`src/rtl/mem_port_arbiter.sv`:
```
// Arbitrates one unified memory port between instruction fetch and load/store.
// Optional build macro MEM_PORT_ARB_ROUND_ROBIN_EN swaps fixed data priority for alternating grants.
module mem_port_arbiter #(
    parameter int unsigned ADDR_W       = 32,
    parameter int unsigned DATA_W       = 32,
    parameter int unsigned STARVE_LIMIT = 4
) (
    input  logic              SYS_clk,
    input  logic              SYS_reset_n,
    input  logic              IF_req,
    input  logic [ADDR_W-1:0] IF_address,
    output logic              IF_done,
    output logic [DATA_W-1:0] IF_rdata,
    input  logic              D_req,
    input  logic              D_write,
    input  logic [1:0]        D_length,
    input  logic              D_signed,
    input  logic [ADDR_W-1:0] D_address,
    input  logic [DATA_W-1:0] D_wdata,
    output logic              D_done,
    output logic [DATA_W-1:0] D_rdata,
    output logic              D_misaligned,
    output logic              MEM_valid,
    output logic              MEM_write,
    output logic [1:0]        MEM_length,
    output logic              MEM_signed,
    output logic [ADDR_W-1:0] MEM_address,
    output logic [DATA_W-1:0] MEM_wdata,
    input  logic              MEM_ready,
    input  logic [DATA_W-1:0] MEM_rdata,
    output logic              ARB_busy
);

    typedef enum logic [1:0] {
        ST_IDLE     = 2'd0,
        ST_FETCH    = 2'd1,
        ST_DATA     = 2'd2,
        ST_COMPLETE = 2'd3
    } state_e;

    state_e            state_q, state_d;
    logic              skip_q, skip_d;
    logic              bad_q, bad_d;
    logic              mem_valid_q, mem_valid_d;
    logic              mem_write_q, mem_write_d;
    logic [1:0]        mem_length_q, mem_length_d;
    logic              mem_signed_q, mem_signed_d;
    logic [ADDR_W-1:0] mem_address_q, mem_address_d;
    logic [DATA_W-1:0] mem_wdata_q, mem_wdata_d;
    logic              if_done_q, if_done_d;
    logic [DATA_W-1:0] if_rdata_q, if_rdata_d;
    logic              d_done_q, d_done_d;
    logic [DATA_W-1:0] d_rdata_q, d_rdata_d;
    logic              d_mis_q, d_mis_d;
    logic              busy_q, busy_d;
    logic              data_wins;
    logic              d_bad;

`ifdef MEM_PORT_ARB_ROUND_ROBIN_EN
    logic last_fetch_q, last_fetch_d;
`else
    localparam int unsigned CNT_W = (STARVE_LIMIT < 1) ? 1 : $clog2(STARVE_LIMIT + 1);
    logic [CNT_W-1:0] starve_q, starve_d;
`endif

    // State and registered outputs; reset abandons any in-flight access.
    always_ff @(posedge SYS_clk or negedge SYS_reset_n) begin
        if (!SYS_reset_n) begin
            state_q       <= ST_IDLE;
            skip_q        <= 1'b0;
            bad_q         <= 1'b0;
            mem_valid_q   <= 1'b0;
            mem_write_q   <= 1'b0;
            mem_length_q  <= 2'b00;
            mem_signed_q  <= 1'b0;
            mem_address_q <= '0;
            mem_wdata_q   <= '0;
            if_done_q     <= 1'b0;
            if_rdata_q    <= '0;
            d_done_q      <= 1'b0;
            d_rdata_q     <= '0;
            d_mis_q       <= 1'b0;
            busy_q        <= 1'b0;
`ifdef MEM_PORT_ARB_ROUND_ROBIN_EN
            last_fetch_q  <= 1'b1;
`else
            starve_q      <= '0;
`endif
        end else begin
            state_q       <= state_d;
            skip_q        <= skip_d;
            bad_q         <= bad_d;
            mem_valid_q   <= mem_valid_d;
            mem_write_q   <= mem_write_d;
            mem_length_q  <= mem_length_d;
            mem_signed_q  <= mem_signed_d;
            mem_address_q <= mem_address_d;
            mem_wdata_q   <= mem_wdata_d;
            if_done_q     <= if_done_d;
            if_rdata_q    <= if_rdata_d;
            d_done_q      <= d_done_d;
            d_rdata_q     <= d_rdata_d;
            d_mis_q       <= d_mis_d;
            busy_q        <= busy_d;
`ifdef MEM_PORT_ARB_ROUND_ROBIN_EN
            last_fetch_q  <= last_fetch_d;
`else
            starve_q      <= starve_d;
`endif
        end
    end

    // Next state, request latching and done/data capture.
    always_comb begin
        state_d       = state_q;
        skip_d        = skip_q;
        bad_d         = bad_q;
        mem_valid_d   = mem_valid_q;
        mem_write_d   = mem_write_q;
        mem_length_d  = mem_length_q;
        mem_signed_d  = mem_signed_q;
        mem_address_d = mem_address_q;
        mem_wdata_d   = mem_wdata_q;
        if_done_d     = 1'b0;
        if_rdata_d    = if_rdata_q;
        d_done_d      = 1'b0;
        d_rdata_d     = d_rdata_q;
        d_mis_d       = 1'b0;
        d_bad         = ((D_length == 2'b10) && D_address[0]) ||
                        ((D_length == 2'b11) && (D_address[1:0] != 2'b00));
`ifdef MEM_PORT_ARB_ROUND_ROBIN_EN
        last_fetch_d  = last_fetch_q;
        data_wins     = D_req && (!IF_req || last_fetch_q);
`else
        starve_d      = starve_q;
        data_wins     = D_req && (!IF_req || (starve_q < CNT_W'(STARVE_LIMIT)));
`endif

        case (state_q)
            ST_IDLE: begin
                if (data_wins) begin
                    state_d       = ST_DATA;
                    skip_d        = (D_length == 2'b00) || d_bad;
                    bad_d         = d_bad;
                    mem_valid_d   = !((D_length == 2'b00) || d_bad);
                    mem_write_d   = D_write;
                    mem_length_d  = D_length;
                    mem_signed_d  = D_signed;
                    mem_address_d = D_address;
                    mem_wdata_d   = D_wdata;
`ifdef MEM_PORT_ARB_ROUND_ROBIN_EN
                    last_fetch_d  = 1'b0;
`endif
                end else if (IF_req) begin
                    state_d       = ST_FETCH;
                    skip_d        = 1'b0;
                    bad_d         = 1'b0;
                    mem_valid_d   = 1'b1;
                    mem_write_d   = 1'b0;
                    mem_length_d  = 2'b11;
                    mem_signed_d  = 1'b0;
                    mem_address_d = IF_address;
                    mem_wdata_d   = '0;
`ifdef MEM_PORT_ARB_ROUND_ROBIN_EN
                    last_fetch_d  = 1'b1;
`endif
                end
`ifndef MEM_PORT_ARB_ROUND_ROBIN_EN
                // Count data grants that bypass a waiting fetch, saturating at the limit.
                if (!IF_req || !data_wins) begin
                    starve_d = '0;
                end else if (starve_q < CNT_W'(STARVE_LIMIT)) begin
                    starve_d = starve_q + CNT_W'(1);
                end
`endif
            end
            ST_FETCH: begin
                if (MEM_ready) begin
                    state_d     = ST_COMPLETE;
                    mem_valid_d = 1'b0;
                    if_rdata_d  = MEM_rdata;
                    if_done_d   = 1'b1;
                end
            end
            ST_DATA: begin
                if (skip_q) begin
                    state_d  = ST_COMPLETE;
                    d_done_d = 1'b1;
                    d_mis_d  = bad_q;
                end else if (MEM_ready) begin
                    state_d     = ST_COMPLETE;
                    mem_valid_d = 1'b0;
                    d_done_d    = 1'b1;
                    if (!mem_write_q) begin
                        d_rdata_d = MEM_rdata;
                    end
                end
            end
            ST_COMPLETE: begin
                state_d = ST_IDLE;
            end
            default: begin
                state_d = ST_IDLE;
            end
        endcase

        busy_d = (state_d != ST_IDLE);
    end

    assign IF_done      = if_done_q;
    assign IF_rdata     = if_rdata_q;
    assign D_done       = d_done_q;
    assign D_rdata      = d_rdata_q;
    assign D_misaligned = d_mis_q;
    assign MEM_valid    = mem_valid_q;
    assign MEM_write    = mem_write_q;
    assign MEM_length   = mem_length_q;
    assign MEM_signed   = mem_signed_q;
    assign MEM_address  = mem_address_q;
    assign MEM_wdata    = mem_wdata_q;
    assign ARB_busy     = busy_q;

endmodule

```
`config.mk`:
```
export PLATFORM = sky130hd
export DESIGN_NAME = mem_port_arbiter
export DESIGN_NICKNAME = d
export VERILOG_FILES = /design/src/rtl/mem_port_arbiter.sv
export SDC_FILE = /design/constraint.sdc
export NUM_CORES = 1
export LEC_CHECK = 0
export CORE_MARGIN = 3
export CORE_UTILIZATION = 50
export CTS_BUF_LIST = sky130_fd_sc_hd__clkbuf_16
export CTS_CLUSTER_SIZE = 10
export DETAILED_ROUTE_END_ITERATION = 12
export DONT_BUFFER_PORTS = 1
export SYNTH_ARGS = -nofsm -noshare
export SYNTH_HDL_FRONTEND = slang
export SYNTH_SLANG_ARGS = --single-unit
```
`constraint.sdc`:
```
create_clock -name SYS_clk -period 1.8 [get_ports SYS_clk]
set_input_delay 0.36 -clock SYS_clk [delete_from_list [all_inputs] [get_ports SYS_clk]]
set_output_delay 0.36 -clock SYS_clk [all_outputs]
set_load 0.02 [all_outputs]
```
==> results.txt, run 1 <==
Observations from the implementation run.

Final timing:
- For the finished layout, the period the worst path requires is 1.70 ns.
- Clock skew on the completed layout was measured at 0.00967 ns.
- The run gives the sum of negative setup slack as 0 ns.
- The run gives the measured slew at the worst slew-check pin as 0.396 ns.
- Of the available clock period, the critical path in the final layout requires 0.946.
- The run gives the setup violation total in the final timing report as 0.
- The run puts the headroom to the max-slew limit at 0.736.
- The run puts the final worst hold slack at -0.355 ns.
- Setup repair after global routing left no endpoint under its margin.
- The run puts the number of failing hold endpoints at the final stage at 144.
- The run gives the total count of max-transition violations in the final report as 0.
- For this run, the top clock speed supported by timing is 0.587 GHz.

Final layout:
- The run gives the share of the core filled with cells in the final layout as 0.595.
- The library cells used most frequently in the layout, excluding fill and tap cells, are dfrtp_1, nand2_1, mux2_2.
- The run gives the logic area as 1990 um2.
- The final layout report lists a filler cell count of 894.
- The run puts the area occupied by registers at 3600 um2.
- In the final layout, the share of cells above drive strength 1 is 0.242.
- The run gives the final non-filler cell total as 612.
- The run gives the post-synthesis to final-layout area growth as 13.9%.
- Counting only logic cells after layout, the most numerous master is dfrtp_1.
- For this run, the script counts the antenna cells in the layout as 0.
- The net count of the finished layout is 604.

Power:
- The run gives the share of total power in the clock network as 0.242.
- The run gives the sequential power as 0.00779 W.
- The run gives the total power as 0.0143 W.
- In this run the static leakage power is 2.96 nW.
- The run gives the net load switching power as 0.00563 W.
- The run gives the cell-internal power as 0.00865 W.
- The run gives the total power divided by cell area as 2170 nW/um2.
- The run gives the clock distribution power as 0.00345 W.
- The share of total power dissipated in sequential elements is 0.545.
- The biggest slice of the total power is consumed by sequential cells.
- The run puts the worst supply voltage drop on vdd at 1.22 mV.
- The run puts the combinational cell power at 0.00304 W.
- The run puts the switching fraction of total power at 0.394.
- The run puts the portion of total power attributed to combinational logic at 0.213.

Clocking:
- TritonCTS built the clock tree.
- The run gives the H-tree depth as 4.
- On the worst setup and hold paths after CTS, the clock-pin slew comes to 0.06 ns.
- CTS reports a maximum clock tree buffer depth of 2.
- As reported, the later end of the worst-skew pair has a clock insertion delay of 0.41 ns.
- CTS placed an instance of clkbuf_16 at the clock tree root.
- The run gives the number of clock sinks as 144.

Synthesis:
- The run puts the mean instance size in the synthesized netlist at 12.7 um2.
- The run gives the chip area from the yosys synthesis statistics as 5760 um2.
- The run puts the area share of the leading cell type in the synthesized netlist at 0.625.
- The run gives the synthesis warning total as 0.
- The number of nets in the synthesized netlist is 598.
- Yosys mapped the design onto 38 distinct sky130hd cell types.
- The synthesis report lists the most area-consuming cells as dfrtp_1, mux2_2, a22o_1.
- The run gives the number of cells in Yosys stat as 454.
- The cell type that accounts for the most area after synthesis is dfrtp_1.
- The synthesized netlist handed to floorplanning was reported with a cell count of 454.
- The run gives the flop and latch count out of synthesis as 144.
- Per Yosys stat, the portion of area used by sequential elements is 0.625.
- The run gives the total standard cell area after synthesis as 5760 um2.

Placement:
- The run gives the cell count after placement as 578.
- The run gives the count of input and output buffers as 0.
- The run gives the placer's final routability congestion estimate as 0.796.
- The HPWL after detailed placement is 9080 um.

Drt:
- The run puts the routed length per placed instance at 21.2 um.
- The run puts the ratio of routed vias to standard cells at 5.73.
- The run gives the first-iteration detailed-routing DRC count as 162.
- The run gives the post-route antenna net violation count as 0.
- The run gives the number of design rule violations left after detail routing as 0.
- Before antenna repair, the detailed router went through 4 iterations.

Outcome:
- The checks that failed: negative hold slack.
- The flow ran to the end, but the final reports show violations.

Setup path:
- The run gives the largest fanout of any net on the critical path as 16.
- The critical path in this run is classified as reg -> reg.
- The worst setup path is captured at a register.
- The worst setup path is launched from a register.
- At the worst endpoint, the required time is 2.08 ns.
- The run puts the worst path arrival time at 1.99 ns.

Floorplan:
- The floorplan step defined a die boundary enclosing 12900 um2.
- The run puts the width of the die at 113 um.
- The run gives the core footprint as 11000 um2.
- The run gives the row count as 38.
- The run puts the die span in y at 113 um.
- The run puts the initial standard-cell utilization of the core at 0.523.
- The floorplan report gives the top-level pin count as 274.

Job:
- The run gives the count of max-cap constraint violations as 0.
- Summing over the stages, the warning tally comes to 35.

Global routing:
- The run puts the global-route wire length before repair at 20100 um.
- The run gives the final global-route overflow total as 0.
- The global routing report lists combined usage of all routing layers as 0.200.
- Entering global routing, the biggest net connects 145 pins.
- The number of antenna violations at the first check in global routing came to 0.
- The via count of the first global-routing pass was 3737.

Hold path:
- The run gives the type of the tightest min-delay check as in -> async.
[run 1: through the flow]
| stage | area [um2] | worst slack, ns |
|---|---|---|
| after detailed placement | 5920 | 0.0707 |
| after floorplan | 5760 | 0.116 |
| after global placement | 5920 | 0.118 |
| after CTS | 6490 | 0.0574 |
| final | 6570 | 0.0976 |
| after global routing | 6570 | 0.00370 |
[run 1: synth_stat cells (all sizes together)]
master,number
a21o,1
nor3,2
a22o,34
nand3,2
mux2,65
o211ai,1
or2b,1
o22a,1
o31a,1
a21oi,3
a21boi,1
o41ai,1
inv,6
o2bb2ai,1
buf,24
or4b,1
and3,1
and3b,1
dfrtp,144
ha,7
a211oi,1
o21a,3
and2,1
nor3b,1
clkbuf,5
nand2,69
nor2b,2
a21bo,1
o21ai,5
nor2,33
mux2i,1
a31oi,32
o31ai,2
[run 1: worst paths after layout]
| kind | startpoint | endpoint | slack (ns) | cells after the start |
|---|---|---|---|---|
| max | state_q[0]$_DFF_PN0_ | D_rdata[15]$_DFFE_PN0P_ | 0.1 | 7 |
| max reg2reg | state_q[0]$_DFF_PN0_ | D_rdata[15]$_DFFE_PN0P_ | 0.1 | 7 |
| min in group SYS_clk | MEM_rdata[4] | D_rdata[4]$_DFFE_PN0P_ | 0.09 | 1 |
| max in group asynchronous | SYS_reset_n | MEM_address[4]$_DFFE_PN0P_ | 2.02 | 0 |
| min | SYS_reset_n | D_rdata[4]$_DFFE_PN0P_ | -0.35 | 0 |
| min reg2reg | starve_q[0]$_DFFE_PN0P_ | starve_q[0]$_DFFE_PN0P_ | 0.48 | 1 |
[run 1: cell families after synthesis]
logic type      after synthesis  share of synthesized area
flops                       144                      0.625
simple gates                114                     0.0821
compound gates               88                      0.115
mux                          66                      0.129
buf+inv                      35                     0.0334
fa+ha+maj                     7                     0.0152
[run 1: layer usage]
| metal | up-vias | track usage | share of wire |
|---|---|---|---|
| met1 | 1702 | 0.240 | 0.39 |
| li1 | 1604 | - | - |
| met2 | 180 | 0.329 | 0.49 |
| met3 | 21 | 0.0817 | 0.10 |
| met4 | 0 | 0.0697 | 0.016 |
| met5 | - | 0 | 0 |
[run 1: sequential cells by signal (all words and copies together), names as in the netlist]
| signal | flops |
|---|---|
| bad_q | 1 |
| MEM_valid | 1 |
| starve_q | 3 |
| D_misaligned | 1 |
| IF_rdata | 32 |
| IF_done | 1 |
| MEM_wdata | 32 |
| MEM_address | 32 |
| MEM_write | 1 |
| ARB_busy | 1 |
| MEM_length | 2 |
| D_done | 1 |
| D_rdata | 32 |
| skip_q | 1 |
| state_q | 2 |
| MEM_signed | 1 |
[run 1: layout make-up]
cell class,instances,area share
well taps,140,0.0267
repair buffers,16,0.0311
inverters,6,0.00343
multi-input cells,275,0.302
flip-flops and latches,144,0.549
clock inverters,14,0.0231
clock buffers,17,0.0648
[run 1: what timing repair did]
action / 4_1_cts / 5_1_grt
resized: 0 / 5
endpoints found under the hold margin: 144 / 144
setup endpoints to repair: 0 / 32
setup buffers: 0 / 1
[run 1: critical path, cell delays in order (launching register included)]
cell and delay [ns]:
dfrtp_1 0.38, inv_2 0.10, ha_4 0.17, nand2_1 0.09, nor3_4 0.22, buf_12 0.14
buf_12 0.15, mux2_2 0.34
==> run_1/met1.png <==
Scale bar: 20 um.
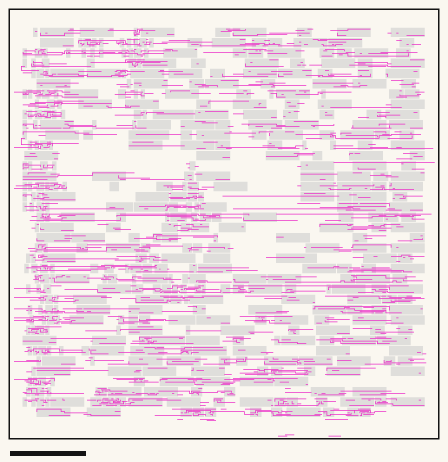
- nets with wire on the layer: 538
- share of all routed wire: 39%
- main direction: horizontal
- wire length on this layer: 5020 um
Global Route met1 Usage: 0.240
vias post-DR: 3507
drt total wl: 13000 um

==> run_1/met2.png <==
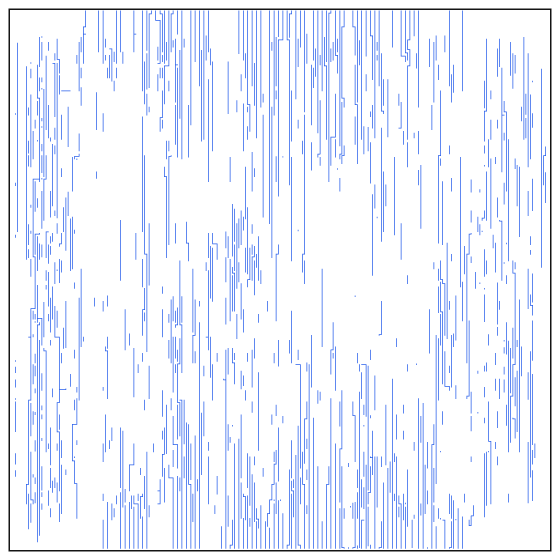
- wire length on this layer: 6410 um
- share of all routed wire: 49%
- main direction: vertical
met2 capacity usage during global routing: 0.329

==> run_1/met3.png <==
Scale bar: 20 um.
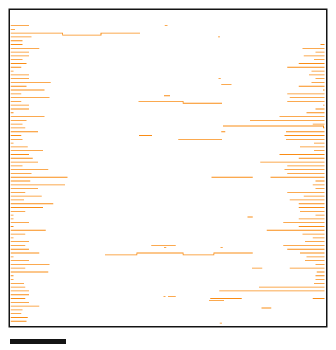
- main direction: horizontal
- nets with wire on the layer: 155
- wire length on this layer: 1360 um
- longest straight run: 37.5 um
met3 Resource Use GR: 0.0817

==> run_1/final_clocks.png <==
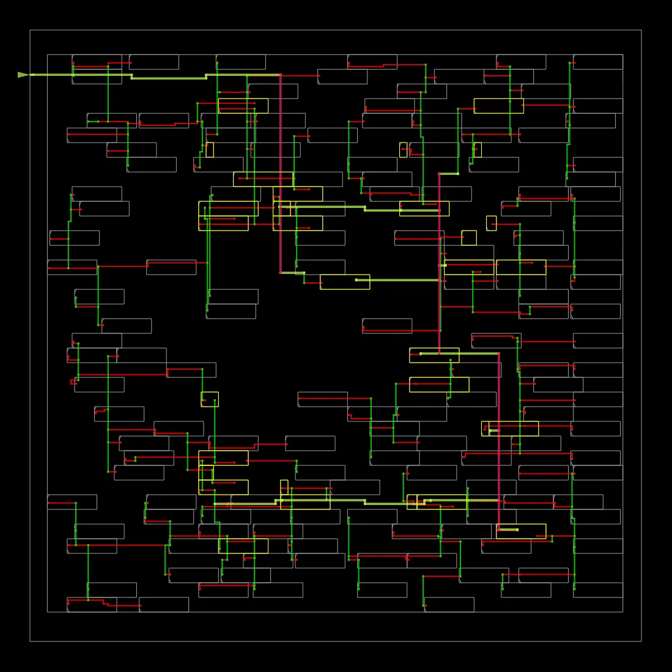
layout clock buffer count: 17
TritonCTS buffer count: 17

## Run 2: what changed since run 1
--- a/config.mk
+++ b/config.mk
@@ -6,7 +6,7 @@
 export NUM_CORES = 1
 export LEC_CHECK = 0
 export CORE_MARGIN = 3
-export CORE_UTILIZATION = 50
+export CORE_UTILIZATION = 41
 export CTS_BUF_LIST = sky130_fd_sc_hd__clkbuf_16
 export CTS_CLUSTER_SIZE = 10
 export DETAILED_ROUTE_END_ITERATION = 12
==> run_2/met3.png <==
Scale bar: 20 um.
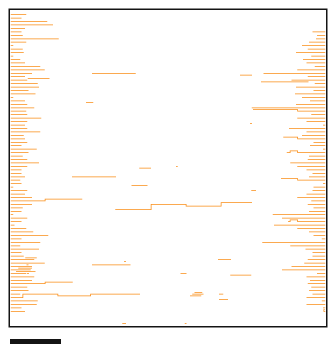
- longest straight run: 28.7 um
- wire length on this layer: 1580 um
drt total wl: 13500 um
vias post-DR: 3617

==> run 2 against run 1 <==
- the run still ends with negative hold slack left
- first-iteration DRC count increased by 28%
- routed wire length increased by 3.9%
- final cell count increased by 5.1%
- combinational power about the same
- sequential share of layout area about the same
==> results.txt, run 2 <==
Observations from the implementation run.

Outcome:
- The run finished, with violations left.
- The checks that failed: negative hold slack.

Setup path:
- The run gives the number of logic stages on the critical path including buffering as 5 (-2).
- The run gives the startpoint of the worst register-to-register path as state_q[0]$_DFF_PN0_.
- The signal on the critical path passes through buf_4 > ha_1 > o21ai_0 > or4b_2 > o2bb2ai_1.
- The run gives the type of element capturing the critical path as a register.
- Grouping stages by cell kind, the critical path spends the most delay in simple AND/OR/NAND/NOR gates.
- The run gives the cell depth of the worst flop-to-flop path as 5 (-2).
- For reference, the most critical setup path is categorized as reg -> reg.
- The run gives the worst path arrival time as 1.99 ns (about the same).
- The run puts the endpoint required time on the critical path at 2.09 ns (about the same).

Synthesis:
- The most used flip-flop cell after synthesis is dfrtp_1.
- The synthesis run identifies the leading combinational cell family as multiplexers.
- The mean instance size in the synthesized netlist is 12.7 um2 (unchanged).
- The run gives the chip area from the yosys synthesis statistics as 5760 um2 (unchanged).
- The run puts the synthesis warning total at 0 (unchanged).
- The share of synthesized cell area in full adder, half adder and majority cells was 0.0152 (unchanged).
- The run gives the area share of and/or/nand/nor cells after synthesis as 0.0820 (unchanged).
- The run puts the total standard cell area after synthesis at 5760 um2 (unchanged).
- The run puts the multiplexer area fraction after synthesis at 0.129 (unchanged).
- The run gives the net count after synthesis as 598 (unchanged).
- The run gives the post-synth tally of flip-flops with integrated enable as 0 (unchanged).
- The synthesized-area fraction occupied by xor and xnor cells is 0 (unchanged).
- The run gives the count of mapped cells out of synthesis as 454 (unchanged).
- The run puts the proportion of register bits with asynchronous set or reset after synthesis at 1.00 (unchanged).
- The run puts the portion of the post-synthesis area used by sequential elements at 0.625 (unchanged).
- The most common cell in the synthesized netlist is dfrtp_1.
- The area share of the leading cell type in the synthesized netlist was 0.625 (unchanged).
- The run gives the number of cells in Yosys stat as 454 (unchanged).
- Yosys attributes the largest share of cell area to dfrtp_1, mux2_2, a22o_1.

Power:
- The run puts the leakage power at 2.93 nW (-0.89%).
- The run gives the worst supply voltage drop on vdd as 0.887 mV (-27%).
- The run puts the total power divided by cell area at 2180 nW/um2 (about the same).

Job:
- The count of max-cap constraint violations came to 0 (unchanged).

Clocking:
- The run puts the largest buffer count on any clock path at 2 (unchanged).
- The run puts the clock-pin slew on the worst setup and hold paths at 0.06 ns (about the same).
- The number of buffers added by the clock tree synthesis step was 17 (unchanged).
- The run puts the number of clock sinks at 144 (unchanged).
- The clock latency on the worst-skew pair came to 0.41 ns (about the same).
- TritonCTS built the clock tree.

Global routing:
- The run gives the routing usage on met3 as 0.0819 (+0.000206).
- The run gives the met1 track utilization from global routing as 0.207 (-0.0322).
- Global route summary, busiest routing layer listed as met2.
- The run puts the maximum number of pins on one net before global-route repair at 145 (unchanged).
- The via count of the first global-routing pass is 3853 (+3.1%).
- The run puts the number of antenna violations at the first check in global routing at 0 (unchanged).

Final timing:
- The run puts the sum of negative setup slack at 0 ns (unchanged).
- The total count of max-transition violations in the final report is 0 (unchanged).
- The final worst-path cycle share came to 0.944 (-0.00229).
- The run puts the headroom to the max-slew limit at 0.750 (+0.0136).
- The run puts the final worst hold slack at -0.357 ns (-0.00269 ns).
- The measured slew at the worst slew-check pin came to 0.373 ns (-0.0226 ns).
- The achievable frequency was 0.589 GHz (+0.24%).
- The run puts the final period demand of the worst path at 1.70 ns (-0.00412 ns).
- Setup repair after global routing left no endpoint under its margin.
- The run gives the number of failing hold endpoints at the final stage as 144 (unchanged).

Placement:
- The run puts the cell count after placement at 612 (+5.9%).
- The count of input and output buffers is 0 (unchanged).
- The run puts the placer's final routability congestion estimate at 0.877 (+10%).

Floorplan:
- The total die size came to 15500 um2 (+21%).
- The run gives the core footprint as 13500 um2 (+22%).
- The row count is 42 (+11%).
- The number of primary I/O pins was 274 (unchanged).
- The run gives the width of the die as 125 um (+9.9%).

Hold path:
- STA reports the tightest min-delay check as being of type in -> async.

Final layout:
- The top cell type in the final layout, fill and taps aside, is dfrtp_1.
- The run gives the post-synthesis to final-layout area growth as 13.9% (about the same).
- Leaving out fill and tap cells, the most frequent cells in the layout are dfrtp_1, nand2_1, mux2_2.
- The run puts the net count of the finished layout at 599 (-0.83%).

Drt:
- The run gives the ratio of routed vias to standard cells as 5.63 (-1.8%).
- The run puts the first-iteration detailed-routing DRC count at 207 (+28%).
- The run gives the number of design rule violations left after detail routing as 0 (unchanged).
- The post-route antenna net violation count came to 0 (unchanged).
==> run_2/met4.png <==
Scale bar: 20 um.
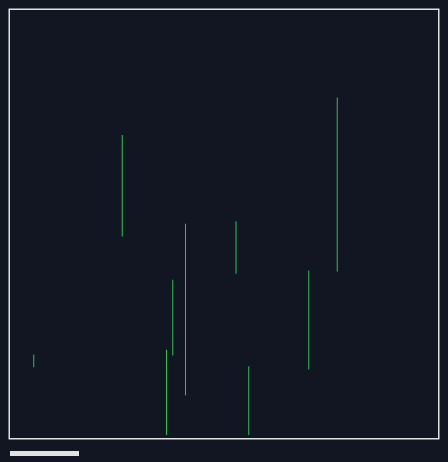
- wire length on this layer: 242 um
- main direction: vertical
- nets with wire on the layer: 5
- share of all routed wire: 1.8%

## run 2: cell counts after synthesis
No cell type changed its count.
## run 2: report_power, final
group	switching, W	total (W)	internal (W)
registers	0.00299	0.00777	0.00478
logic	0.00135	0.00301	0.00166
clock network	0.00133	0.00351	0.00217
total	0.00568	0.0143	0.00861
## run 2: final cells by class
type	instances	area [um2]
clock inverters	14	168
well taps	176	220
repair buffers	11	158
inverters	6	22.5
flip-flops and latches	144	3600
fillers	1196	6940
clock buffers	17	425
multi-input cells	275	1970
## run 2: metal layers
metal / vias to the layer above / part of all wire
met5: - / 0
met4: 0 / 0.018
met3: 21 / 0.12
met2: 215 / 0.48
met1: 1780 / 0.38
li1: 1601 / -
## run 2: how the worst max path moves through the flow
| stage | start | to | slack, ns |
|---|---|---|---|
| after floorplan | state_q[0]$_DFF_PN0_ | D_rdata[10]$_DFFE_PN0P_ | 0.12 |
| after global placement | state_q[0]$_DFF_PN0_ | ARB_busy$_DFF_PN0_ | 0.17 |
| after detailed placement | state_q[0]$_DFF_PN0_ | D_rdata[20]$_DFFE_PN0P_ | 0.09 |
| after CTS | state_q[0]$_DFF_PN0_ | D_rdata[20]$_DFFE_PN0P_ | 0.09 |
| after global routing | state_q[0]$_DFF_PN0_ | D_rdata[16]$_DFFE_PN0P_ | 0.004 |
| final | state_q[0]$_DFF_PN0_ | ARB_busy$_DFF_PN0_ | 0.10 |
## run 2: logic make-up (layout without fill, tap and decap cells)
family	after synthesis	in the layout
buffers and inverters	35	48
DFF	144	144
AOI/OAI and AO/OA	88	88
muxes	66	66
and+or+nand+nor	114	114
adders and majority gates	7	7
## run 2: through the flow
stage | total power, W | hold WS [ns] | worst slack (ns) | area (um2)
after floorplan | 0.00988 | 0.0644 | 0.116 | 5760
after global placement | 0.0107 | 0.0674 | 0.170 | 5970
after detailed placement | 0.0109 | 0.0676 | 0.0935 | 5970
after CTS | 0.0145 | -0.383 | 0.0906 | 6570
after global routing | 0.0151 | -0.391 | 0.00390 | 6570
final | 0.0143 | -0.357 | 0.102 | 6570
## run 2: repair_timing
item / CTS / global route
hold endpoints to repair: 144 / 144
gates resized: 0 / 0
buffers inserted: 0 / 0
## Run 3: what changed since run 2
--- a/config.mk
+++ b/config.mk
@@ -8,6 +8,7 @@
 export CORE_MARGIN = 3
 export CORE_UTILIZATION = 41
 export CTS_BUF_LIST = sky130_fd_sc_hd__clkbuf_16
+export CTS_CLUSTER_DIAMETER = 120
 export CTS_CLUSTER_SIZE = 10
 export DETAILED_ROUTE_END_ITERATION = 12
 export DONT_BUFFER_PORTS = 1
==> run_3/met3.png <==
Scale bar: 20 um.
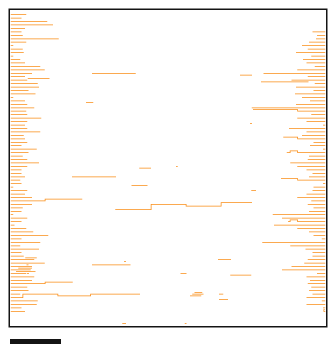
- nets with wire on the layer: 180
- main direction: horizontal
- longest straight run: 28.7 um
met3 Resource Use GR: 0.0819

==> run 3 against run 2 <==
- the run still ends with negative hold slack left
- clock-buffer cell count did not move
- register-to-register slack barely moved
- global-route usage did not move
- via count did not move
- fmax did not move
- total power did not move
- sequential power barely moved
- final cell count did not move
- worst setup slack did not move
- first-iteration DRC count did not move
- critical path depth did not move
- critical path type unchanged
- critical endpoint unchanged
- largest cell class unchanged
- largest power group unchanged
- highest routed layer unchanged
==> results.txt, run 3 <==
Observations from the implementation run.

Synthesis:
- The run gives the proportion of register bits with asynchronous set or reset after synthesis as 1.00 (unchanged).
- The number of cells in Yosys stat is 454 (unchanged).
- The run gives the chip area from the yosys synthesis statistics as 5760 um2 (unchanged).
- The run gives the count of mapped cells out of synthesis as 454 (unchanged).
- Looking at area per cell type in the netlist, the leader is dfrtp_1.
- The run gives the post-synth tally of flip-flops with integrated enable as 0 (unchanged).
- The synthesis warning total was 0 (unchanged).
- The portion of the post-synthesis area used by sequential elements is 0.625 (unchanged).
- The run puts the number of different library cells in the post-synthesis netlist at 38.
- Sorting the synthesized cells by area gives the leading types as dfrtp_1, mux2_2, a22o_1.
- The run gives the mean instance size in the synthesized netlist as 12.7 um2 (unchanged).
- The run gives the flop and latch count out of synthesis as 144.
- Per the synth stats, the flop cell with the highest instance count is dfrtp_1.
- Ranked by instance count, the synthesized netlist is headed by dfrtp_1, nand2_1, mux2_2.
- The run gives the net count after synthesis as 598 (unchanged).
- The run gives the area share of the leading cell type in the synthesized netlist as 0.625 (unchanged).
- The run gives the most popular library cell in the synthesized design by count as dfrtp_1.
- The run gives the total standard cell area after synthesis as 5760 um2 (unchanged).

Drt:
- The final wirelength was 13500 um (unchanged).
- The run gives the number of vias in the routed layout as 3617 (unchanged).
- The run puts the post-route antenna net violation count at 0 (unchanged).
- The run gives the routed length per placed instance as 21.0 um.
- The run puts the ratio of routed vias to standard cells at 5.63 (unchanged).
- The run puts the number of design rule violations left after detail routing at 0 (unchanged).
- The run puts the first-iteration detailed-routing DRC count at 207 (unchanged).
- In the log, the iteration count for the first detailed-route pass is 4.

Clocking:
- The run gives the number of clock sinks as 144 (unchanged).
- The H-tree was split into 4 levels.
- The run puts the clock-pin slew on the worst setup and hold paths at 0.06 ns (about the same).
- The run puts the largest buffer count on any clock path at 2 (unchanged).
- Per the CTS log, the root buffer master is clkbuf_16.
- The post-cts gate resize count was 0 (unchanged).
- The run gives the clock tree from TritonCTS as done.
- The number of setup buffers added after CTS is 0 (unchanged).
- The clock latency on the worst-skew pair is 0.41 ns (about the same).
- The run gives the number of buffers added by the clock tree synthesis step as 17 (unchanged).

Final timing:
- The sum of negative setup slack came to 0 ns (unchanged).
- The run gives the achievable frequency as 0.589 GHz (unchanged).
- The run gives the total count of max-transition violations in the final report as 0 (unchanged).
- The run gives the final period demand of the worst path as 1.70 ns (unchanged).
- The number of failing hold endpoints at the final stage was 144 (unchanged).
- The headroom to the max-slew limit is 0.750 (unchanged).
- The run puts the setup violation total in the final timing report at 0.
- The final worst hold slack is -0.357 ns (unchanged).
- Setup repair after global routing left no endpoint under its margin.
- The run puts the measured slew at the worst slew-check pin at 0.373 ns (unchanged).
- The run gives the post-layout worst setup margin as 0.102 ns (unchanged).
- The run puts the final worst-path cycle share at 0.944 (unchanged).

Final layout:
- The run puts the number of antenna repair diodes at 0.
- Leaving out fill and tap cells, the most frequent cell in the layout is dfrtp_1.
- The top cell types in the final layout, fill and taps aside, are dfrtp_1, nand2_1, mux2_2.
- The net count of the finished layout was 599 (unchanged).
- The run puts the number of fillers in the final layout at 1196 (unchanged).
- The post-synthesis to final-layout area growth was 13.9% (unchanged).
- The run puts the layout cell share with drive strength beyond 1 at 0.231.

Placement:
- According to the dpl log, the detail-placed design has an HPWL of 9690 um.
- The pre-CTS worst setup slack came to 0.0935 ns (unchanged).
- The run puts the placer's final routability congestion estimate at 0.877 (unchanged).
- The count of input and output buffers was 0 (unchanged).

Job:
- The run puts the count of max-cap constraint violations at 0 (unchanged).
- The run puts the tally of OpenROAD warnings at 35.

Global routing:
- The via count of the first global-routing pass is 3853 (unchanged).
- The run puts the global-route wire length before repair at 22100 um.
- The run gives the number of antenna violations at the first check in global routing as 0 (unchanged).
- The run puts the final global-route overflow total at 0.
- Across every metal layer, demand over resource in global routing totals 0.179.
- The maximum number of pins on one net before global-route repair was 145 (unchanged).

Power:
- The run puts the leakage power at 2.93 nW (unchanged).
- The total power divided by cell area came to 2180 nW/um2 (unchanged).
- The run gives the total power as 0.0143 W (unchanged).
- The worst supply voltage drop on vdd is 0.887 mV (unchanged).

Outcome:
- The run finished, with violations left.
- The checks that failed: negative hold slack.

Floorplan:
- The run puts the initial standard-cell utilization of the core at 0.427.
- The run gives the die span in y as 125 um.
- The width of the die is 125 um (unchanged).
- The total die size was 15500 um2 (unchanged).
- The row count came to 42 (unchanged).
- The run puts the core footprint at 13500 um2 (unchanged).
- The number of primary I/O pins came to 274 (unchanged).

Setup path:
- The run puts the worst path arrival time at 1.99 ns (about the same).
- Looking at the reg2reg group, the worst path starts from state_q[0]$_DFF_PN0_.
- The run puts the maximum single-stage delay on the critical path at 0.60 ns.
- The capture point of the worst register-to-register path is recorded as ARB_busy$_DFF_PN0_.
- The run gives the launching element type of the critical path as a register.
- The run gives the setup slack of the worst register-to-register path as 0.10 ns.
- The run puts the largest fanout of any net on the critical path at 5.
- Traced cell by cell, the critical path runs through buf_4 > ha_1 > o21ai_0 > or4b_2 > o2bb2ai_1.
- The cell depth of the worst flop-to-flop path is 5 (unchanged).
- Per the STA report, the cell with the highest stage delay on the worst path is or4b_2.
- STA classifies the critical path endpoint as a register.
- The run gives the class of the most critical setup path as reg -> reg.
- The run puts the endpoint required time on the critical path at 2.09 ns (about the same).

Hold path:
- Checking hold timing, the worst path is listed with class in -> async.
==> run_3/final_clocks.png <==
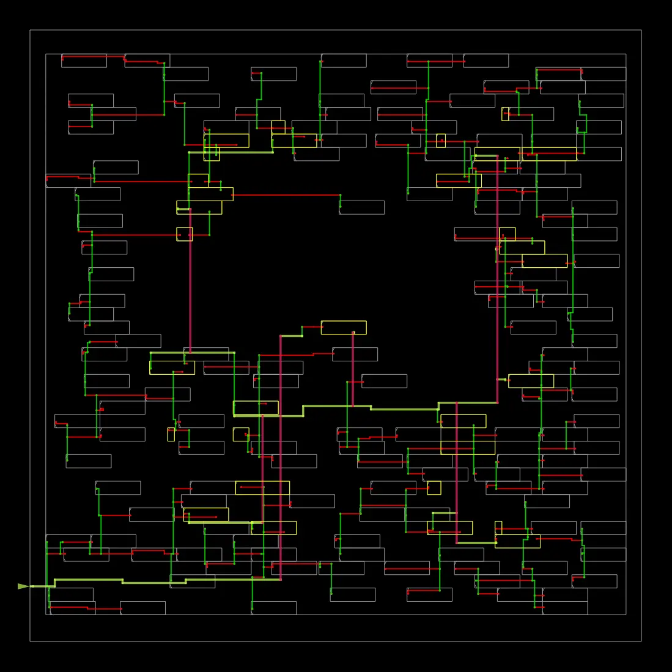
count of flip-flops and latches: 144
largest clock skew in the final design: 0.00611 ns

==> run 3: cell counts after synthesis <==
No cell type changed its count.
==> run 3: how the worst max path moves through the flow <==
| stage | cells past startpoint | to | slack [ns] | startpoint |
|---|---|---|---|---|
| after CTS | 6 | D_rdata[20]$_DFFE_PN0P_ | 0.09 | state_q[0]$_DFF_PN0_ |
| after global placement | 5 | ARB_busy$_DFF_PN0_ | 0.17 | state_q[0]$_DFF_PN0_ |
| after detailed placement | 6 | D_rdata[20]$_DFFE_PN0P_ | 0.09 | state_q[0]$_DFF_PN0_ |
| after floorplan | 6 | D_rdata[10]$_DFFE_PN0P_ | 0.12 | state_q[0]$_DFF_PN0_ |
| after global routing | 6 | D_rdata[16]$_DFFE_PN0P_ | 0.004 | state_q[0]$_DFF_PN0_ |
| final | 5 | ARB_busy$_DFF_PN0_ | 0.10 | state_q[0]$_DFF_PN0_ |
==> run 3: per-layer routing <==
layer / share of wire / global-route usage
met5: 0 / 0
met2: 0.48 / 0.290
met3: 0.12 / 0.0819
met4: 0.018 / 0.0722
met1: 0.38 / 0.207
==> run 3: area by class of cell <==
type	count	area [um2]	share of cell area
flip-flops and latches	144	3600	0.549
inverters	6	22.5	0.00343
clock buffers	17	425	0.0648
repair buffers	11	158	0.0240
multi-input cells	275	1970	0.300
clock inverters	14	168	0.0255
well taps	176	220	0.0335
==> run 3: stage by stage <==
step | util | cells | instance area (um2) | hold WS [ns]
after floorplan | - | 454 | 5760 | 0.0644
after CTS | 0.486 | 643 | 6570 | -0.383
after global routing | 0.486 | 643 | 6570 | -0.391
after global placement | 0.442 | 612 | 5970 | 0.0674
final | 0.486 | 643 | 6570 | -0.357
after detailed placement | 0.442 | 612 | 5970 | 0.0676
==> run 3: logic make-up (layout without fill, tap and decap cells) <==
group | count (synthesis) | count (layout) | synth area share
AND/OR/NAND/NOR | 114 | 114 | 0.0821
flip-flops | 144 | 144 | 0.625
buffers and inverters | 35 | 48 | 0.0334
adder cells (fa/ha/maj) | 7 | 7 | 0.0152
multiplexers | 66 | 66 | 0.129
AND-OR/OR-AND | 88 | 88 | 0.115
==> run 3: worst max-delay path: cells and delay by family (launching register included) <==
family / cells / cell delay (ns)
AND/OR/NAND/NOR: 1 / 0.60
AND-OR/OR-AND: 2 / 0.24
flip-flops: 1 / 0.38
adder cells (fa/ha/maj): 1 / 0.21
buffers and inverters: 1 / 0.15
==> run 3: power by group <==
group	switching (W)	internal, W	leakage [nW]
logic	0.00135	0.00166	0.913
clock network	0.00133	0.00217	0.287
registers	0.00299	0.00478	1.73
No activity file was given, so power comes from the tool's default toggle rates.
